## config.mk

```make
export PLATFORM = sky130hd
export DESIGN_NAME = pe_tile_sched
export DESIGN_NICKNAME = d
export VERILOG_FILES = /design/src/rtl/pe_tile_sched.sv
export SDC_FILE = /design/constraint.sdc
export NUM_CORES = 1
export LEC_CHECK = 0
export CAP_MARGIN = 10
export CORE_AREA = 2 2 71 73
export DETAILED_ROUTE_END_ITERATION = 10
export DIE_AREA = 0 0 73 75
export GPL_ROUTABILITY_DRIVEN = 0
export HOLD_SLACK_MARGIN = 0.06
export PLACE_DENSITY = 0.62
export REMOVE_ABC_BUFFERS = 1
export SLEW_MARGIN = 20
export SYNTH_ARGS = -nofsm -noshare
export SYNTH_HDL_FRONTEND = slang
export SYNTH_SLANG_ARGS = --single-unit
```

## constraint.sdc

```tcl
create_clock -name clk -period 2.6 [get_ports clk]
set_input_delay 0.65 -clock clk [delete_from_list [all_inputs] [get_ports clk]]
set_output_delay 0.65 -clock clk [all_outputs]
set_load 0.01 [all_outputs]
```

## src/rtl/pe_tile_sched.sv

```systemverilog
// pe_tile_sched: sequences one K-accumulation job over a PE array.
// Each K-step requests an operand tile, issues it to the array, and waits for
// the array result. The first issue of a job clears the accumulator.
// After the last step the result is held until the consumer accepts it.
// Optional feature macro: PE_SCHED_TIMEOUT_EN. When it is defined, a watchdog
// in WAIT_RES aborts a stalled job and sets a sticky err flag.
module pe_tile_sched #(
    parameter int unsigned KCNT_W = 8,
    parameter int unsigned TO_W   = 8
) (
    input  logic              clk,
    input  logic              rst_n,
    input  logic              start,
    input  logic [KCNT_W-1:0] k_tiles,
    input  logic [1:0]        mode_cfg,
    output logic              op_req,
    input  logic              op_valid,
    output logic [1:0]        pe_mode,
    output logic              arr_valid_in,
    output logic              acc_clr,
    input  logic              arr_valid_out,
    output logic              res_valid,
    input  logic              res_ready,
    output logic              busy,
    output logic              done,
    output logic              err
);

    typedef enum logic [2:0] {
        S_IDLE     = 3'd0,
        S_WAIT_OP  = 3'd1,
        S_ISSUE    = 3'd2,
        S_WAIT_RES = 3'd3,
        S_OUT      = 3'd4,
        S_DONE     = 3'd5
    } state_t;

    state_t              r_state;
    state_t              w_state_nxt;
    logic [KCNT_W-1:0]   r_k_cnt;
    logic [KCNT_W-1:0]   r_k_lat;
    logic [1:0]          r_mode;
    logic                r_op_req;
    logic                r_arr_valid_in;
    logic                r_acc_clr;
    logic                r_res_valid;
    logic                r_busy;
    logic                r_done;
    logic                w_start_acc;
    logic                w_last_step;
    logic                w_to_fire;

    // A start is only honoured in IDLE; everything else ignores it.
    assign w_start_acc = (r_state == S_IDLE) && start;
    // k_lat is never zero in WAIT_RES, so k_lat-1 cannot underflow.
    assign w_last_step = (r_k_cnt == KCNT_W'(r_k_lat - KCNT_W'(1)));

`ifdef PE_SCHED_TIMEOUT_EN
    localparam logic [TO_W-1:0] TO_ONES = '1;
    // Fire on the edge where the counter would become all-ones.
    localparam logic [TO_W-1:0] TO_LAST = TO_ONES - TO_W'(1);

    logic [TO_W-1:0] r_to_cnt;
    logic            r_err;

    assign w_to_fire = (r_state == S_WAIT_RES) && !arr_valid_out && (r_to_cnt == TO_LAST);
    assign err       = r_err;

    // Watchdog counter runs only in WAIT_RES and restarts at zero on each entry.
    always_ff @(posedge clk or negedge rst_n) begin
        if (!rst_n) begin
            r_to_cnt <= '0;
        end else if (r_state != S_WAIT_RES) begin
            r_to_cnt <= '0;
        end else begin
            r_to_cnt <= r_to_cnt + TO_W'(1);
        end
    end

    // Sticky error: set by a watchdog abort, cleared by an accepted start.
    always_ff @(posedge clk or negedge rst_n) begin
        if (!rst_n) begin
            r_err <= 1'b0;
        end else if (w_to_fire) begin
            r_err <= 1'b1;
        end else if (w_start_acc) begin
            r_err <= 1'b0;
        end
    end
`else
    // No watchdog: WAIT_RES waits forever and err is constant low.
    assign w_to_fire = 1'b0;
    assign err       = |{TO_W{1'b0}};
`endif

    // Next-state decode.
    always_comb begin
        w_state_nxt = r_state;
        case (r_state)
            S_IDLE: begin
                if (start) begin
                    w_state_nxt = (k_tiles == '0) ? S_DONE : S_WAIT_OP;
                end
            end
            S_WAIT_OP: begin
                if (op_valid) begin
                    w_state_nxt = S_ISSUE;
                end
            end
            S_ISSUE: begin
                w_state_nxt = S_WAIT_RES;
            end
            S_WAIT_RES: begin
                if (arr_valid_out) begin
                    w_state_nxt = w_last_step ? S_OUT : S_WAIT_OP;
                end else if (w_to_fire) begin
                    w_state_nxt = S_IDLE;
                end
            end
            S_OUT: begin
                if (res_ready) begin
                    w_state_nxt = S_DONE;
                end
            end
            S_DONE: begin
                w_state_nxt = S_IDLE;
            end
            default: begin
                w_state_nxt = S_IDLE;
            end
        endcase
    end

    // State, job context and registered outputs decoded from the next state.
    always_ff @(posedge clk or negedge rst_n) begin
        if (!rst_n) begin
            r_state        <= S_IDLE;
            r_k_cnt        <= '0;
            r_k_lat        <= '0;
            r_mode         <= 2'd0;
            r_op_req       <= 1'b0;
            r_arr_valid_in <= 1'b0;
            r_acc_clr      <= 1'b0;
            r_res_valid    <= 1'b0;
            r_busy         <= 1'b0;
            r_done         <= 1'b0;
        end else begin
            r_state        <= w_state_nxt;
            r_op_req       <= (w_state_nxt == S_WAIT_OP);
            r_arr_valid_in <= (w_state_nxt == S_ISSUE);
            // k_cnt is stable across WAIT_OP->ISSUE, so it is safe to test here.
            r_acc_clr      <= (w_state_nxt == S_ISSUE) && (r_k_cnt == '0);
            r_res_valid    <= (w_state_nxt == S_OUT);
            r_busy         <= (w_state_nxt != S_IDLE);
            r_done         <= (w_state_nxt == S_DONE);
            if (w_start_acc) begin
                r_k_lat <= k_tiles;
                r_mode  <= mode_cfg;
                r_k_cnt <= '0;
            end else if ((r_state == S_WAIT_RES) && arr_valid_out && !w_last_step) begin
                r_k_cnt <= r_k_cnt + KCNT_W'(1);
            end
        end
    end

    assign op_req       = r_op_req;
    assign pe_mode      = r_mode;
    assign arr_valid_in = r_arr_valid_in;
    assign acc_clr      = r_acc_clr;
    assign res_valid    = r_res_valid;
    assign busy         = r_busy;
    assign done         = r_done;

endmodule

```

### Clock wiring as the flow saved it, run 1

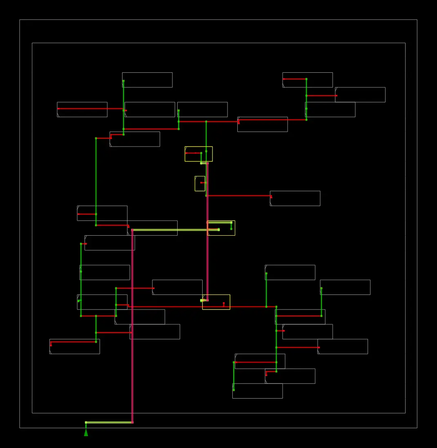
Clock Sinks: 27
CTS buffer count: 3
CLK BUF: 3

### Cell classes on the final placement, run 1

Bar = 20 um.
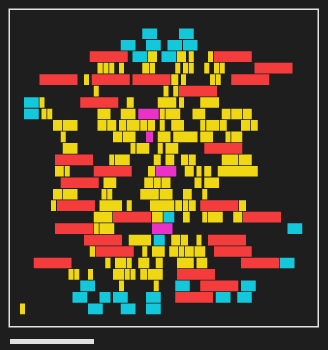
color	class	cells	share of their area
yellow	remaining logic cells	141	48%
magenta	clock drivers and dummy loads	4	2.5%
red	registers	27	36%
cyan	remaining buffers and delay cells	26	14%

### Routed clock nets over the placement, run 1

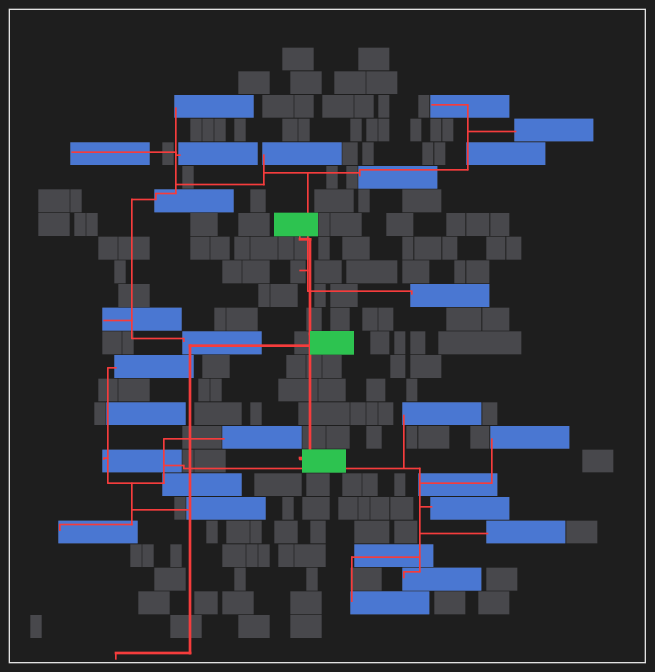
[green] clock-net drivers | count: 3
[blue] flip-flops | count: 27
[red] clock wires | length: 377 um
routed clock nets	4

### Pin placement, run 1

Pins as bars across the die edge, other pins in gray.
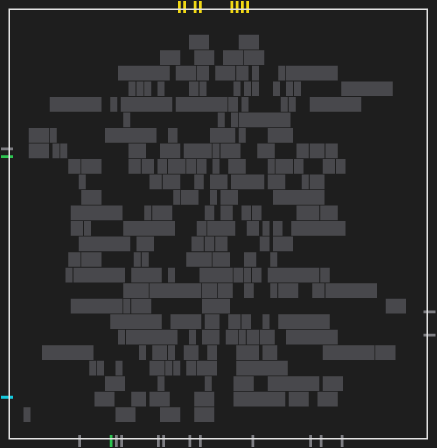
color	port	pins	direction	edge
green	mode_cfg	2	input	1 left, 1 bottom
yellow	k_tiles	8	input	top
cyan	err	1	output	left

-- run 1: logic make-up after synthesis --
kind of cell,share of synthesized area
other,0.00235
XOR/XNOR,0.0495
flip-flops,0.424
buffers and inverters,0.0322
multiplexers,0.0534
adder cells (fa/ha/maj),0.0236
AND-OR/OR-AND,0.122
AND/OR/NAND/NOR,0.294
-- run 1: registers in the layout, indices dropped and copies added, names as in the netlist --
signal / count
r_k_cnt: 8
r_k_lat: 8
r_state: 3
pe_mode: 2
acc_clr: 1
arr_valid_in: 1
busy: 1
done: 1
op_req: 1
res_valid: 1
-- run 1: area by class of cell --
cell class              count  area, um2  area share
clock buffers               3       41.3      0.0214
repair buffers             26        253       0.131
inverters                   6       22.5      0.0117
well taps                  54       67.6      0.0350
multi-input cells         135        867       0.449
clock inverters             1       5.00     0.00259
flip-flops and latches     27        676       0.350
==> impl_metrics.json, run 1 <==
{
  "common_cells": "nand2_1, dfrtp_1, o21ai_0, xnor2_1",
  "core_mm2": 0.00466,
  "grt_use_total": 0.141,
  "fmax_ghz": 0.435,
  "cts-resized-gates": 0,
  "pwr-share-comb": 0.486,
  "power_density_mw_per_mm2": 980,
  "crit_chain": "inv_1 > ha_1 > nand2_1 > o31ai_1 > o2111ai_4 > o21ai_4 > mux2_4",
  "grt_setup_unrepaired": "no",
  "ios": 25,
  "tool_warnings": 26,
  "firstDrtPassIters": 4,
  "yosysWarningCount": 0,
  "cp.required_ns": 2.77,
  "rr_startpoint": "r_k_lat[0]$_DFFE_PN0P_",
  "postCtsSetupBuffers": 0,
  "powerSeq_mw": 0.728,
  "numSynthFlops": 27,
  "mostFrequentLayoutCells": "nand2_1, dfrtp_1, clkdlybuf4s50_1, xnor2_1, o21ai_0",
  "gr-usage-met3": 0.0201,
  "power.total_mw": 1.89,
  "status": "completed",
  "synthToLayoutAreaGrowth_pct": 21.2,
  "viasPerCell": 5.06,
  "grt.met1_usage": 0.197,
  "edf_count": 0,
  "p_sw_frac": 0.430,
  "fin_crit_ns": 2.30,
  "hold_buffers": 0,
  "ir_drop_mv": 0.342,
  "antenna_found_initial": 0,
  "drive_above_1_share": 0.0909,
  "hold_class": "reg2reg",
  "dp_cells": 248,
  "utilization": 0.414,
  "root_buffer": "clkbuf_8",
  "critPathLaunchType": "flip-flop",
  "grt_max_degree": 28,
  "min_period_over_period": 0.885,
  "fillers": 461,
  "antenna_cells": 0,
  "clk_pin_slew_ns": 0.10,
  "crit_slowest_cell": "dfrtp_1",
  "p_sw_mw": 0.814,
  "grt_pass1_wl_um": 5880,
  "yosysTopAreaCell": "dfrtp_1",
  "yosysTopAreaCellShare": 0.424,
  "postSynthAreaPerCell_um2": 9.16,
  "internal_power_mw": 1.08,
  "layout_setup_ws_ns": 0.300,
  "met2_usage": 0.220,
  "worst-path-stages": 7,
  "vias": 1275,
  "top_usage_layer": "met2",
  "dpl_worst_slack_ns": 0.303,
  "fin_skew_ns": 0.00196,
  "rows": 25,
  "chipArea_mm2": 0.00548,
  "reg2reg_to": "r_k_cnt[1]$_DFFE_PN0P_",
  "netlist_area_mm2": 0.00159
}
==> run 2: changes to the inputs <==
PLACE_DENSITY = 0.58   (was 0.62)
### Cell classes on the final placement, run 2

Bar = 20 um.
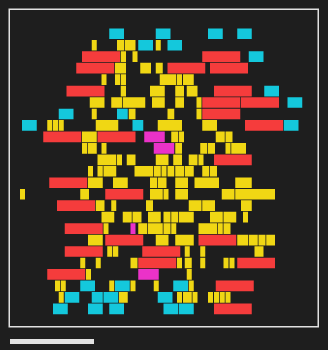
color	class	cells	share of their area
magenta	clock drivers and dummy loads	4	2.4%
cyan	remaining buffers and delay cells	26	14%
yellow	remaining logic cells	141	48%
red	registers	27	36%

==> run 2 against run 1 <==
- critical path depth unchanged
- first-iteration DRC count increased by 53%
- routed wire length decreased by 0.72%
- critical path type unchanged
- register-to-register slack improved by 0.06 ns
- highest routed layer unchanged
- sequential power about the same
- maximum frequency increased by 2.8%
- clock skew increased by 0.0043 ns
- synthesized cell count unchanged
- combinational power decreased by 1%
- worst setup slack improved by 0.062 ns
- utilization about the same
==> impl_metrics.json, run 2 <==
{
  "ios": 25,
  "p_clk_frac": 0.129,
  "cp_max_fo": 6,
  "drt-met1-wl_um": 1700,
  "grt_overflow": 0,
  "cts-resized-gates": 0,
  "postSynth.asyncResetShare": 1.00,
  "min_to": "pe_mode[1]$_DFFE_PN0P_",
  "die_x_um": 73,
  "numSynthFlops": 27,
  "cp-endpoint": "r_k_cnt[1]$_DFFE_PN0P_",
  "yosysWarningCount": 0,
  "p_sw_mw": 0.795,
  "hold_ws_ns": 0.481,
  "critPathLaunchType": "flip-flop",
  "drv_slew": 0,
  "port_buffers": 23,
  "cp.required_ns": 2.77,
  "area_leaders": "dfrtp_1, nand2_1, mux2i_1",
  "static-leakage-power_nw": 0.871,
  "dpl_worst_slack_ns": 0.342,
  "max_stage_delay_ns": 0.45,
  "pwr-share-comb": 0.483,
  "postSynthAreaPerCell_um2": 9.16,
  "core_mm2": 0.00466,
  "antenna_cells": 0,
  "root_buffer": "clkbuf_8",
  "viasPerCell": 5.10,
  "crit_type": "reg2reg",
  "route.met3.wl_um": 69,
  "edf_count": 0,
  "chipArea_mm2": 0.00548,
  "clk_pin_slew_ns": 0.09,
  "post-route-drc-count": 0,
  "clk_latency_ns": 0.28,
  "mostFrequentLayoutCells": "nand2_1, dfrtp_1, clkdlybuf4s50_1, xnor2_1, o21ai_0",
  "top_power_group": "combinational logic",
  "synth.most_common_cell": "nand2_1",
  "internal_power_mw": 1.08,
  "antenna_found_initial": 0,
  "yosysTopAreaCellShare": 0.424,
  "power_density_mw_per_mm2": 972,
  "common_cells": "nand2_1, dfrtp_1, o21ai_0, xnor2_1",
  "hold_depth": 2,
  "dpl-instance-area_mm2": 0.00189,
  "utilization": 0.414,
  "dr.max_layer_used": "met4",
  "vias": 1285,
  "hpwlAfterDp_um": 2590,
  "firstDrtPassIters": 4,
  "p_clk_mw": 0.242,
  "dieHeight_um": 75,
  "ir_drop_mv": 0.275,
  "ant_nets": 0,
  "grt_pass1_vias": 1248,
  "rows": 25,
  "hp-start": "pe_mode[1]$_DFFE_PN0P_",
  "fin_skew_ns": 0.00629,
  "crit_start": "r_k_lat[0]$_DFFE_PN0P_",
  "ys_seq_share": 0.424,
  "critical_path_arrival_ns": 2.41,
  "cts.sinks": 27,
  "seq_power_share": 0.388,
  "power.total_mw": 1.88,
  "hold_viol": 0,
  "setup_violations": 0,
  "largestRegisters": "r_k_cnt x8, r_k_lat x8, r_state x3",
  "fin_area_mm2": 0.00193,
  "wirelength_um": 3450,
  "grt.met1_usage": 0.185,
  "ff_type": "dfrtp_1",
  "status": "completed",
  "drive_above_1_share": 0.0859,
  "comb-power_mw": 0.907,
  "hold_buffers": 0,
  "fin_crit_ns": 2.24,
  "r2r_setup_slack_ns": 0.36,
  "path_buffers": 1,
  "grt_use_total": 0.139,
  "postCtsSetupBuffers": 0,
  "grt_setup_unrepaired": "no",
  "yosysTopAreaCell": "dfrtp_1",
  "netlist_area_mm2": 0.00159,
  "fmax_ghz": 0.447,
  "top_usage_layer": "met2",
  "crit_slowest_cell": "dfrtp_1",
  "clockBufferDepth": 2,
  "crit_chain": "inv_1 > ha_1 > nand2_1 > o31ai_1 > o2111ai_4 > o21ai_4 > mux2_4",
  "cts_made_buffers": 3,
  "fin_nets": 218,
  "worst-path-stages": 7,
  "cp-end-kind": "flip-flop",
  "grt_pass1_wl_um": 5820,
  "fp_util": 0.342,
  "synthToLayoutAreaGrowth_pct": 21.1,
  "fin_setup_tns_ns": 0,
  "p_sw_frac": 0.424,
  "synth_cells": 174,
  "met2_usage": 0.225,
  "dr.first_iter.drc_count": 72,
  "tritoncts": "built",
  "avgRoutedWirePerCell_um": 13.7,
  "lay_top_count": "nand2_1",
  "cp_top_family": "AND-OR/OR-AND gates",
  "max-cap-violations": 0,
  "gr-usage-met3": 0.0187,
  "rr_worst_depth": 7,
  "grt_max_degree": 28,
  "layout_setup_ws_ns": 0.362,
  "hold_class": "reg2reg",
  "min_period_over_period": 0.861,
  "wl_met2_um": 1610,
  "powerSeq_mw": 0.728,
  "htreeDepth": 1,
  "dp_cells": 248,
  "ys_area_mm2": 0.00159,
  "final_cells": 252,
  "reg2reg_to": "r_k_cnt[1]$_DFFE_PN0P_",
  "synth.distinct_cells": 43,
  "tool_warnings": 26,
  "rr_startpoint": "r_k_lat[0]$_DFFE_PN0P_",
  "yosys_cells": 174
}
-- run 2: cell counts after synthesis --
Identical to the previous run, type by type.
-- run 2: cell families after synthesis --
family,synth area share
flops,0.424
other cells,0.00235
simple gates,0.294
compound gates,0.122
xor+xnor,0.0495
mux,0.0534
buf+inv,0.0322
fa+ha+maj,0.0236
-- run 2: area by class of cell --
class                           instances  area (um2)
Clock buffer                            4        45.0
Fill cell                             475        2730
Inverter                                6        22.5
Multi-Input combinational cell        135         867
Sequential cell                        27         676
Tap cell                               54        67.6
Timing Repair Buffer                   26         253
-- run 2: worst register-to-register path, cell delays in order, from the launching register on --
cell and delay, ns:
dfrtp_1 0.45, inv_1 0.10, ha_1 0.27, nand2_1 0.08, o31ai_1 0.40, o2111ai_4 0.25, o21ai_4 0.27, mux2_4 0.32
Power and IR drop assume default switching activity.
